Fig. 1: run 1, zoomed window
Scale bar: 5 µm. Region (20, 32) to (40, 52) µm. Cells in grey, sequential cells in the stronger grey; small squares are vias.
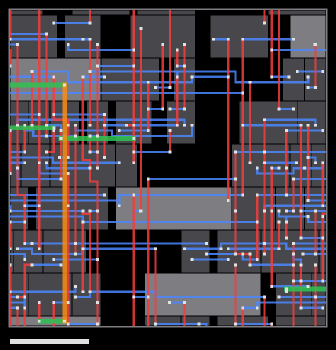
Fig. 2: run 1, wire density map
12 x 12 tiles, from white (low) to dark blue (high), scaled to the fullest tile. Values are wire area over tile area, all layers added.
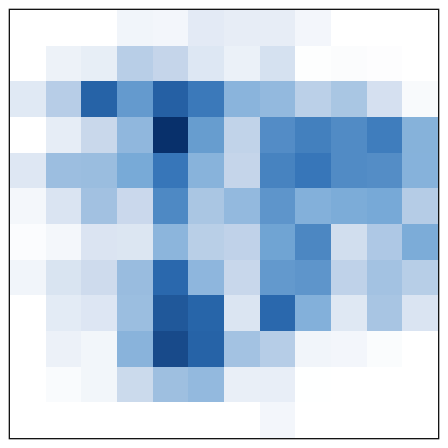
Fig. 3: run 1, pin map
Scale bar: 20 µm. Pins as bars across the die edge, other pins in grey.
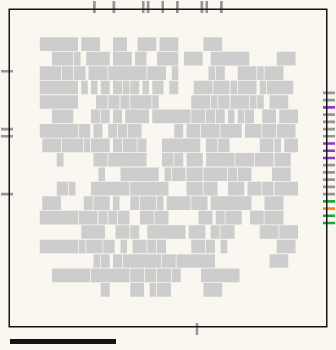
Design accum_cpu_seq_ctrl, sky130hd; sources not shown.
==> reports/results.tsv, run 1 <==
metric	value	unit
combinational share of power	20.5	%
met2 WL	1.420	mm
H-tree level count	1	
ys flop type	dfxtp_1	
# Taps	30	
sw frac	28.14	%
Synth top cell by count	dfxtp_1	
First-pass DRT Iterations	4	
CP max stage cell	clkdlybuf4s50_1	
final worst-path cycle share	96.60	%
CTS max path bufs	2	
Final Max Slew Viols	0	
Yosys Instances	154	
CTS Sinks	21	
max layer used	met4	
Logic Gate Count	119	
n_diodes	0	
worst-path fanout max	6	
worst skew pair latency	0.31	ns
Fillers	193	
Fin. Hold Viols	0	
seq_cells	21	
CTS Buf Count	3	
clock network power	0.132	mW
WL met1	1.275	mm
Top cells by area	dfxtp_1 33%, nor2_1 5.3%, mux2_2 5.3%	
Syn. warnings	0	
Core Util at FP	52.80	%
cell taking the most area after synthesis	dfxtp_1	
Clock transition at path regs	0.12	ns
unrepaired setup endpoints after global routing	no	
CORE AREA	2410	µm²
reg2reg path depth	4	
min Tclk post-route	3.091	ns
post-CTS setup buffer count	0	
max cap viols	0	
WL final	2.971	mm
FF+latch area	421.7	µm²
Seq group	0.284	mW
comb pwr	0.107	mW
power share of the clock group	25.2	%
vias in the first global route	1142	
Net Switching	0.1473	mW
Synth Instances	154	
Async SR Flop Fraction	0	%
syn nets	165	
WP data required	2.40	ns
Critical Path End Type	primary output	
Ports	33	
Arr. time, crit path	2.29	ns
Comb/total area	47.26	%
DR WL met3	236	µm
cell family with most CP delay	buffers and inverters	
Critical Path Source Type	input port	
Antenna Nets Post-Route	0	
setup violators final	0	
Crit path buffers/inverters	4	
Non-CTS inverters	5	
layout cells sized above 1	13.30	%
status	finished, final reports clean	
initial antenna violation count	0	
CP Cell Sequence	clkdlybuf4s50_1 > buf_4 > inv_1 > nand3_1 > nor2_1 > clkdlybuf4s50_1	
Flops after synth	21	
CTS tree	built	
Hold WC Path Type	flop to flop	
wire length per cell	13.63	µm
critical path class	input port to primary output	
GP Congestion	0.7791	
standard-cell rows	18	
Back to the opening pictures, Fig. 1:
colour	layer
orange	M4
red	M2
blue	M1
green	M3
sequential cells in the window	3
most frequent	a21oi_1 (4), clkdlybuf4s50_1 (4)
cells with their middle in the window	38

Back to the opening pictures, Fig. 2:
mean over tiles	0.14
fullest tile	0.50
tiles over half the peak	19%
emptiest ninth of the die	bottom right
Total GRT Usage: 17.66%
via count: 1238

Back to the opening pictures, Fig. 3:
colour	port	pins	direction	edge
orange	`mem_ready`	1	input	right
purple	`opcode`	4	input	right
green	`state`	3	output	right
all pins by edge	19 right, 9 top, 4 left, 1 bottom
buffers added on ports: 32
Die H: 59.47 µm
Die Wd: 59.47 µm

[run 1: worst min-delay path, delay by kind of cell, from the launching register on]
| kind | cells | cell delay, ns |
|---|---|---|
| buffers and inverters | 1 | 0.05 |
| AND-OR/OR-AND | 1 | 0.05 |
| flip-flops | 1 | 0.34 |
[run 1: timing repair]
item | CTS | global route
hold buffers | 0 | 0
hold endpoints to repair | 0 | 0
endpoints found under the setup margin | 1 | 3
pin swaps | 0 | 0
resized | 1 | 2
[run 1: kinds of logic (layout without fill, tap and decap cells)]
group | count (synthesis) | after routing | synth area share, %
fa+ha+maj | 2 | 2 | 1.966
buf+inv | 14 | 48 | 5.014
simple gates | 67 | 67 | 30.68
compound gates | 38 | 38 | 19.76
mux | 7 | 7 | 6.096
xor+xnor | 5 | 5 | 3.441
flops | 21 | 21 | 33.04
[run 1: cell usage in the layout, fill, tap and decap left out, types with 5 or more instances in the layout]
cell	Yosys	final
inv_1	5	5
buf_4	2	7
nor2_1	18	18
nand2_1	6	6
dfxtp_1	21	20
clkdlybuf4s50_1	0	30
nor2b_1	7	7
o21ai_0	5	5
nand3_1	8	8
mux2_2	6	6
a21oi_1	13	13
[run 1: stage by stage]
stage / cell area [µm²] / setup TNS [ns] / cells / util (%) / setup slack [ns]
5_1_grt: 1668 / 0 / 218 / 69.21 / 0.01829
4_1_cts: 1664 / 0 / 218 / 69.06 / 0.02517
3_3_place_gp: 1638 / 0 / 214 / 67.96 / 0.02502
2_1_floorplan: 1272 / 0 / 154 / - / 0.8454
3_5_place_dp: 1638 / -0.008060 / 214 / 67.96 / -0.008060
6_report: 1668 / 0 / 218 / 69.21 / 0.1087
[run 1: routing by layer]
metal | up-vias | track usage (%)
met5 | - | 0
met4 | 0 | 5.825
met3 | 4 | 4.357
met2 | 40 | 30.89
met1 | 567 | 20.82
li1 | 627 | -
Fig. 4: run 1, gate families picked out
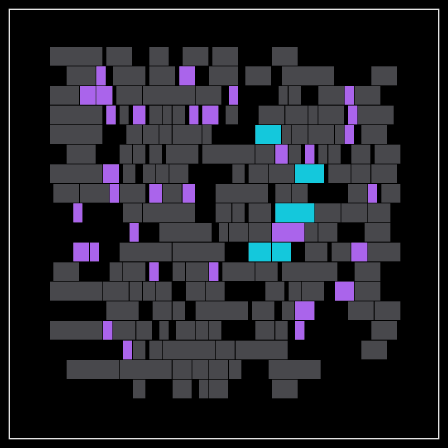

==> inputs of run 2 (changes only) <==
Settings changed: CORE_UTILIZATION 52 to 43, PLACE_DENSITY 0.84 to 0.75.
Clock period 3.2 ns to 2.65 ns, I/O delays scaled along.
Fig. 5: run 2, gate families picked out
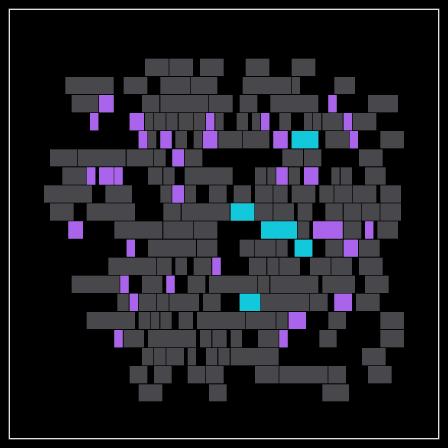
colour	family	cells
cyan	non-inverting ao/oa cells	5
purple	nor cells	32
most numerous logic cell after layout: clkdlybuf4s50_1
Comb/total area: 46.41%
Post-Layout Cell Count: 225

==> reports/results.tsv, run 2 <==
metric	value	unit
status	finished, final reports clean	
n_diodes	0	
Hold-fix buffers, CTS	0	
Critical Path End Type	primary output	
Total GRT Usage	15.95	%
Ports	33	
standard-cell rows	19	
WL final	3.274	mm
min Tclk post-route	2.601	ns
max cap viols	0	
Top cells by area	dfxtp_1 33%, nor2_1 5.3%, mux2_2 5.3%	
Most Crowded Layer GR	met2	
worst skew pair latency	0.30	ns
comb area leader	simple AND/OR/NAND/NOR gates	
Die H	64.40	µm
vias in the first global route	1247	
max layer used	met4	
met2 WL	1.636	mm
most instantiated logic cells after routing	24 x clkdlybuf4s50_1, 21 x dfxtp_1, 17 x nor2_1	
CTS Buf Count	3	
final core utilization	60.93	%
Antenna Nets Post-Route	0	
initial antenna violation count	0	
critical path class	input port to primary output	
Net Switching	0.1759	mW
Syn. warnings	0	
unrepaired setup endpoints after global routing	no	
Yosys Instances	154	
CTS max path bufs	2	
power share of the clock group	24.1	%
Fillers	250	
Synth Instances	154	
M1 GR Usage	18.80	%
final worst-path cycle share	98.15	%
aoi share	19.76	%
met2 GRT Util	27.84	%
Final Max Slew Viols	0	
xor+xnor area frac	3.441	%
Core Util at FP	45.36	%
Hold WC Path Type	flop to flop	
syn nets	165	
Die Wd	64.40	µm
Fin. Hold Viols	0	
post-CTS setup buffer count	0	
CORE AREA	2805	µm²
combinational share of power	24.3	%
Arr. time, crit path	1.94	ns
Flops after synth	21	
setup violators final	0	
WL met1	1.414	mm
buffers added on ports	32	
layout cells sized above 1	15.46	%
reg2reg path depth	5	
cell taking the most area after synthesis	dfxtp_1	
Clock transition at path regs	0.11	ns
FF+latch area	420.4	µm²
ys flop type	dfxtp_1	
Synth top cell by count	dfxtp_1	
via count	1296	
DR WL met3	163	µm
worst-path fanout max	8	
H-tree level count	1	
CTS tree	built	
met3 usage	2.627	%
Adder Share, Synth	1.967	%
Post-Place Cell Area	1684	µm²
WP data required	1.99	ns
CTS Sinks	21	
synth-to-layout area growth	34.32	%
## run 2: critical path, stage by stage
cell and delay, ns:
dlygate4sd2_1 0.25, buf_4 0.16, nor2_2 0.14, o2111a_1 0.22, clkdlybuf4s50_1 0.50
## run 2: layout make-up
cell class,count,area share [%]
Multi-Input combinational cell,119,46.41
Sequential cell,21,24.60
Timing Repair Buffer,45,24.08
Tap cell,31,2.269
Clock buffer,4,1.537
Inverter,5,1.098
## run 2: logic make-up (layout without fill, tap and decap cells)
group / Yosys count / after routing
buffers and inverters: 14 / 54
flip-flops: 21 / 21
adder cells (fa/ha/maj): 2 / 2
AND-OR/OR-AND: 38 / 38
XOR/XNOR: 5 / 5
multiplexers: 7 / 7
AND/OR/NAND/NOR: 67 / 67
## run 2: timing repair
item | 4_1_cts | 5_1_grt
pin swaps | 1 | 1
endpoints found under the setup margin | 7 | 1
gates resized | 9 | 1
cloned | 0 | 0
## run 2: per-stage QoR
step / setup TNS (ns) / std cells / worst slack (ns)
after floorplan: 0 / 154 / 0.4672
after global placement: -0.9483 / 221 / -0.2538
after detailed placement: -1.361 / 221 / -0.2769
after CTS: 0 / 225 / 0.05628
after global routing: 0 / 225 / 0.00009548
final: 0 / 225 / 0.04892
## run 2: power by group through the flow
stage          clock network, mW  registers [mW]  logic (mW)
2_1_floorplan                  0           0.338      0.0808
3_3_place_gp                   0           0.336       0.152
3_5_place_dp                   0           0.337       0.157
4_1_cts                    0.161           0.330       0.156
5_1_grt                    0.171           0.332       0.169
6_report                   0.154           0.330       0.155
No activity file was given, so power comes from the tool's default toggle rates.
